### src/rtl/bcd_time_counter.sv
// bcd_time_counter
//   Time-keeping stage of the digital clock. Divides clk down to a 1 Hz tick
//   and keeps 24-hour time as six BCD digits (HH:MM:SS), one per
//   seven-segment decoder. A set mode lets the user step minutes/hours and
//   clear the seconds.
//
// Ports
//   clk        system clock, rising edge
//   reset      asynchronous, active-high reset (time 00:00:00, prescaler 0)
//   run_en     1 = timekeeping runs, 0 = prescaler and time frozen
//   set_en     1 = set mode (prescaler cleared, inc_pulse active)
//   set_sel    set-mode field: 0 sec (clear), 1 min, 2 hours, 3 none
//   inc_pulse  one step of the selected field per high cycle
//   hr_tens .. sec_ones   BCD time digits (registered)
//   sec_tick   one-cycle pulse when seconds advance in run mode
//   day_tick   one-cycle pulse on the 23:59:59 -> 00:00:00 rollover
module bcd_time_counter #(
  parameter int unsigned TICKS_PER_SEC = 50_000_000
) (
  input  logic       clk,
  input  logic       reset,
  input  logic       run_en,
  input  logic       set_en,
  input  logic [1:0] set_sel,
  input  logic       inc_pulse,
  output logic [3:0] hr_tens,
  output logic [3:0] hr_ones,
  output logic [3:0] min_tens,
  output logic [3:0] min_ones,
  output logic [3:0] sec_tens,
  output logic [3:0] sec_ones,
  output logic       sec_tick,
  output logic       day_tick
);

  localparam int unsigned PW = (TICKS_PER_SEC > 1) ? $clog2(TICKS_PER_SEC) : 1;
  localparam logic [PW-1:0] PRESC_LAST = PW'(TICKS_PER_SEC - 1);

  logic [PW-1:0] presc_q, presc_d;
  logic [3:0]    hr_tens_q, hr_ones_q, min_tens_q, min_ones_q, sec_tens_q, sec_ones_q;
  logic [3:0]    hr_tens_d, hr_ones_d, min_tens_d, min_ones_d, sec_tens_d, sec_ones_d;
  logic          sec_tick_q, sec_tick_d, day_tick_q, day_tick_d;

  // Incremented minute/hour fields, shared by the run-mode carry chain and
  // the set-mode stepping so both wrap identically.
  logic [3:0] min_ones_inc, min_tens_inc, hr_ones_inc, hr_tens_inc;
  logic       min_wrap, hr_wrap;

  always_comb begin
    min_wrap = (min_tens_q == 4'd5) && (min_ones_q == 4'd9);
    if (min_ones_q == 4'd9) begin
      min_ones_inc = '0;
      min_tens_inc = (min_tens_q == 4'd5) ? '0 : min_tens_q + 4'd1;
    end else begin
      min_ones_inc = min_ones_q + 4'd1;
      min_tens_inc = min_tens_q;
    end
  end

  always_comb begin
    hr_wrap = (hr_tens_q == 4'd2) && (hr_ones_q == 4'd3);
    if (hr_wrap) begin
      hr_ones_inc = '0;
      hr_tens_inc = '0;
    end else if (hr_ones_q == 4'd9) begin
      hr_ones_inc = '0;
      hr_tens_inc = hr_tens_q + 4'd1;
    end else begin
      hr_ones_inc = hr_ones_q + 4'd1;
      hr_tens_inc = hr_tens_q;
    end
  end

  always_comb begin
    presc_d    = presc_q;
    hr_tens_d  = hr_tens_q;
    hr_ones_d  = hr_ones_q;
    min_tens_d = min_tens_q;
    min_ones_d = min_ones_q;
    sec_tens_d = sec_tens_q;
    sec_ones_d = sec_ones_q;
    sec_tick_d = 1'b0;
    day_tick_d = 1'b0;

    if (set_en) begin
      // Set mode takes priority over a coincident prescaler wrap.
      presc_d = '0;
      if (inc_pulse) begin
        unique case (set_sel)
          2'd0: begin
            sec_tens_d = '0;
            sec_ones_d = '0;
          end
          2'd1: begin
            min_tens_d = min_tens_inc;
            min_ones_d = min_ones_inc;
          end
          2'd2: begin
            hr_tens_d = hr_tens_inc;
            hr_ones_d = hr_ones_inc;
          end
          default: ;
        endcase
      end
    end else if (run_en) begin
      if (presc_q == PRESC_LAST) begin
        presc_d    = '0;
        sec_tick_d = 1'b1;
        if (sec_ones_q == 4'd9) begin
          sec_ones_d = '0;
          if (sec_tens_q == 4'd5) begin
            sec_tens_d = '0;
            min_tens_d = min_tens_inc;
            min_ones_d = min_ones_inc;
            if (min_wrap) begin
              hr_tens_d  = hr_tens_inc;
              hr_ones_d  = hr_ones_inc;
              day_tick_d = hr_wrap;
            end
          end else begin
            sec_tens_d = sec_tens_q + 4'd1;
          end
        end else begin
          sec_ones_d = sec_ones_q + 4'd1;
        end
      end else begin
        presc_d = presc_q + PW'(1);
      end
    end
  end

  always_ff @(posedge clk or posedge reset) begin
    if (reset) begin
      presc_q    <= '0;
      hr_tens_q  <= '0;
      hr_ones_q  <= '0;
      min_tens_q <= '0;
      min_ones_q <= '0;
      sec_tens_q <= '0;
      sec_ones_q <= '0;
      sec_tick_q <= 1'b0;
      day_tick_q <= 1'b0;
    end else begin
      presc_q    <= presc_d;
      hr_tens_q  <= hr_tens_d;
      hr_ones_q  <= hr_ones_d;
      min_tens_q <= min_tens_d;
      min_ones_q <= min_ones_d;
      sec_tens_q <= sec_tens_d;
      sec_ones_q <= sec_ones_d;
      sec_tick_q <= sec_tick_d;
      day_tick_q <= day_tick_d;
    end
  end

  assign hr_tens  = hr_tens_q;
  assign hr_ones  = hr_ones_q;
  assign min_tens = min_tens_q;
  assign min_ones = min_ones_q;
  assign sec_tens = sec_tens_q;
  assign sec_ones = sec_ones_q;
  assign sec_tick = sec_tick_q;
  assign day_tick = day_tick_q;

endmodule

### config.mk
export PLATFORM = sky130hd
export DESIGN_NAME = bcd_time_counter
export DESIGN_NICKNAME = d
export VERILOG_FILES = /design/src/rtl/bcd_time_counter.sv
export SDC_FILE = /design/constraint.sdc
export NUM_CORES = 1
export LEC_CHECK = 0
export ABC_AREA = 1
export CORE_ASPECT_RATIO = 0.75
export CORE_MARGIN = 2
export CORE_UTILIZATION = 50
export CTS_CLUSTER_SIZE = 24
export DETAILED_ROUTE_END_ITERATION = 12
export GPL_TIMING_DRIVEN = 0
export PLACE_DENSITY = 0.83
export SLEW_MARGIN = 15
export SYNTH_ARGS = -nofsm -noshare
export SYNTH_HDL_FRONTEND = slang
export SYNTH_SLANG_ARGS = --single-unit
### constraint.sdc
create_clock -name clk -period 3.9 [get_ports clk]
set_input_delay 0.975 -clock clk [delete_from_list [all_inputs] [get_ports clk]]
set_output_delay 0.975 -clock clk [all_outputs]
set_load 0.01 [all_outputs]
Fig. 1: run 1, wires at chosen ports, followed through buffers
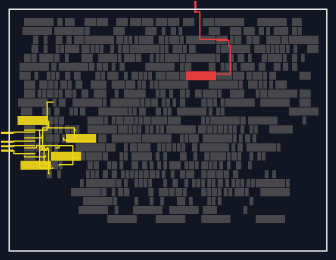
| colour | port | bits | direction | end cells | wire |
|---|---|---|---|---|---|
| yellow | `min_ones` | 4 | output | 4 | 163 µm |
| red | `sec_tick` | 1 | output | 1 | 37.3 µm |

Fig. 2: run 1, sequential cells grouped by signal name
Scale bar: 20 µm. Other sequential cells in the stronger grey, the rest of the logic in the fainter grey.
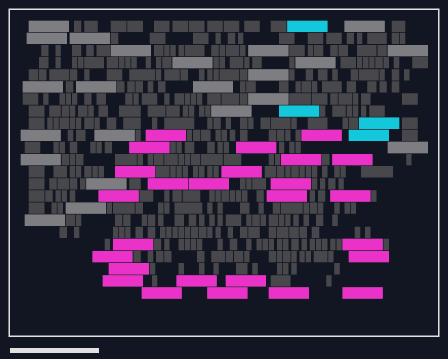
| colour | netlist name | sequential cells |
|---|---|---|
| cyan | `hr_tens` | 4 |
| magenta | `presc_q` | 26 |
not coloured: 22

Fig. 3: run 1, the clock network
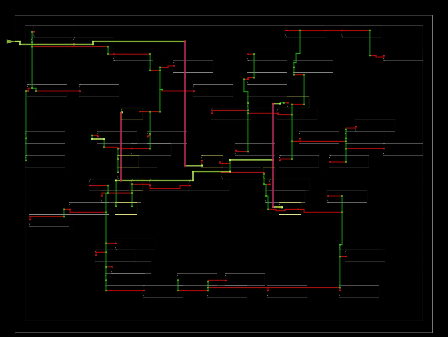
TritonCTS buffer count: 5
Clk. pwr: 0.331 mW

==> results.json, run 1 <==
{
  "synth_flops": 52,
  "syn2layout_area_growth_pct": 17.0,
  "clk-insertion-delay-late_ns": 0.31,
  "layout_top_cells": "nand2_1 (109), nor2_1 (52), dfrtp_1 (52)",
  "diodes": 0,
  "relSlewSlack": 0.641,
  "worstPathMaxFanout": 9,
  "powerDensity_nw_per_um2": 366,
  "topCombFamilyByArea": "simple AND/OR/NAND/NOR gates",
  "final_max_slew_viol_count": 0,
  "ys_area_um2": 3180,
  "pg_seq_mw": 0.667,
  "synth_async_sr_flop_share": 1.00,
  "seq_share": 0.350,
  "r2r-end": "hr_tens[1]",
  "required_ns": 4.13,
  "status": "completed",
  "fin_crit_sh": 0.704,
  "nNetsFinal": 479,
  "cts-resized-gates": 0,
  "power_frac_comb": 0.265,
  "min_to": "min_ones[1]",
  "h-tree-depth": 2,
  "yosysTopAreaCellShare": 0.410,
  "tritoncts": "built",
  "grt_max_degree": 32,
  "use_met3": 0.0382,
  "ctsHoldBuffers": 0,
  "syn-mean-instance-area_um2": 7.51,
  "chipWidth_um": 96.0
}
Fig. 4: run 1, cell sizes after repair
Scale bar: 20 µm.
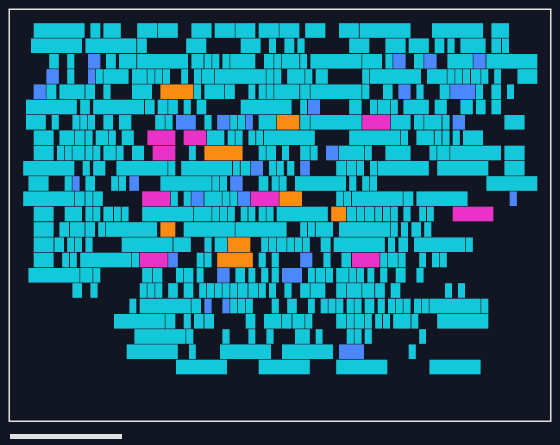

==> run 1 -> run 2 <==
--- a/config.mk
+++ b/config.mk
@@ -12,7 +12,7 @@
 export CTS_CLUSTER_SIZE = 24
 export DETAILED_ROUTE_END_ITERATION = 12
 export GPL_TIMING_DRIVEN = 0
-export PLACE_DENSITY = 0.83
+export PLACE_DENSITY = 0.85
 export SLEW_MARGIN = 15
 export SYNTH_ARGS = -nofsm -noshare
 export SYNTH_HDL_FRONTEND = slang
==> constraint.sdc (replaced) <==
create_clock -name clk -period 2.45 [get_ports clk]
set_input_delay 0.6125 -clock clk [delete_from_list [all_inputs] [get_ports clk]]
set_output_delay 0.6125 -clock clk [all_outputs]
set_load 0.01 [all_outputs]
Fig. 5: run 2, cell sizes after repair
Scale bar: 20 µm.
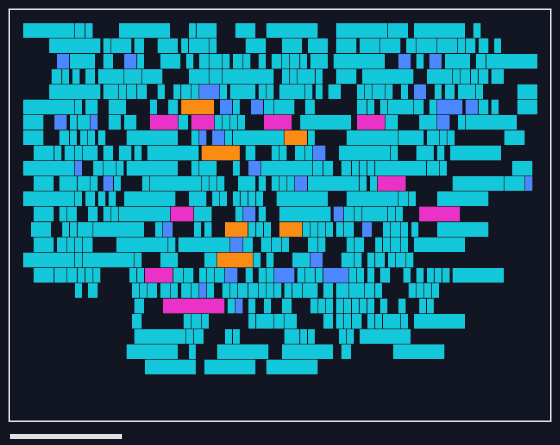
| colour | size | cells | share |
|---|---|---|---|
| cyan | _0 and _1 cells | 417 | 90% |
| orange | _3 and _4 cells | 6 | 1.3% |
| magenta | _6 and larger | 9 | 1.9% |
| blue | _2 cells | 32 | 6.9% |

Fig. 6: run 2, wires at chosen ports, followed through buffers
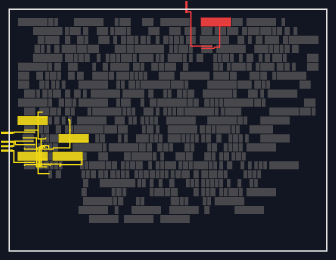
| colour | port | bits | direction | end cells | wire |
|---|---|---|---|---|---|
| red | `sec_tick` | 1 | output | 1 | 34.4 µm |
| yellow | `min_ones` | 4 | output | 4 | 157 µm |

==> run 2 against run 1 <==
Register-to-register slack worse by 1.4 ns. Non-clock buffer count stayed put. Synthesized area stayed put. Worst setup slack worse by 0.92 ns. Critical path depth is 3 higher. Clock skew is 0.0024 ns higher. Utilization is 0.20 points higher. First-iteration DRC count is 12% lower. Critical path type unchanged. Highest routed layer unchanged.
==> results.json, run 2 <==
{
  "ys_area_um2": 3180,
  "cts_buffers": 5,
  "nNetsFinal": 479,
  "powerDensity_nw_per_um2": 594,
  "pg_seq_mw": 1.06,
  "min_to": "presc_q[0]",
  "required_ns": 2.66,
  "power_frac_comb": 0.254,
  "tritoncts": "built",
  "powerClk_mw": 0.592,
  "diodes": 0,
  "seq_share": 0.349,
  "r2r-end": "min_tens[3]",
  "fin_crit_sh": 0.905,
  "syn2layout_area_growth_pct": 17.4,
  "h-tree-depth": 2,
  "synth_flops": 52,
  "ctsHoldBuffers": 0,
  "status": "completed",
  "layout_top_cells": "nand2_1 (109), dfrtp_1 (52), nor2_1 (51)",
  "yosysTopAreaCellShare": 0.410,
  "cts-resized-gates": 0,
  "topCombFamilyByArea": "simple AND/OR/NAND/NOR gates"
}
Power figures rest on the tool's default switching activity, not on a simulated workload.
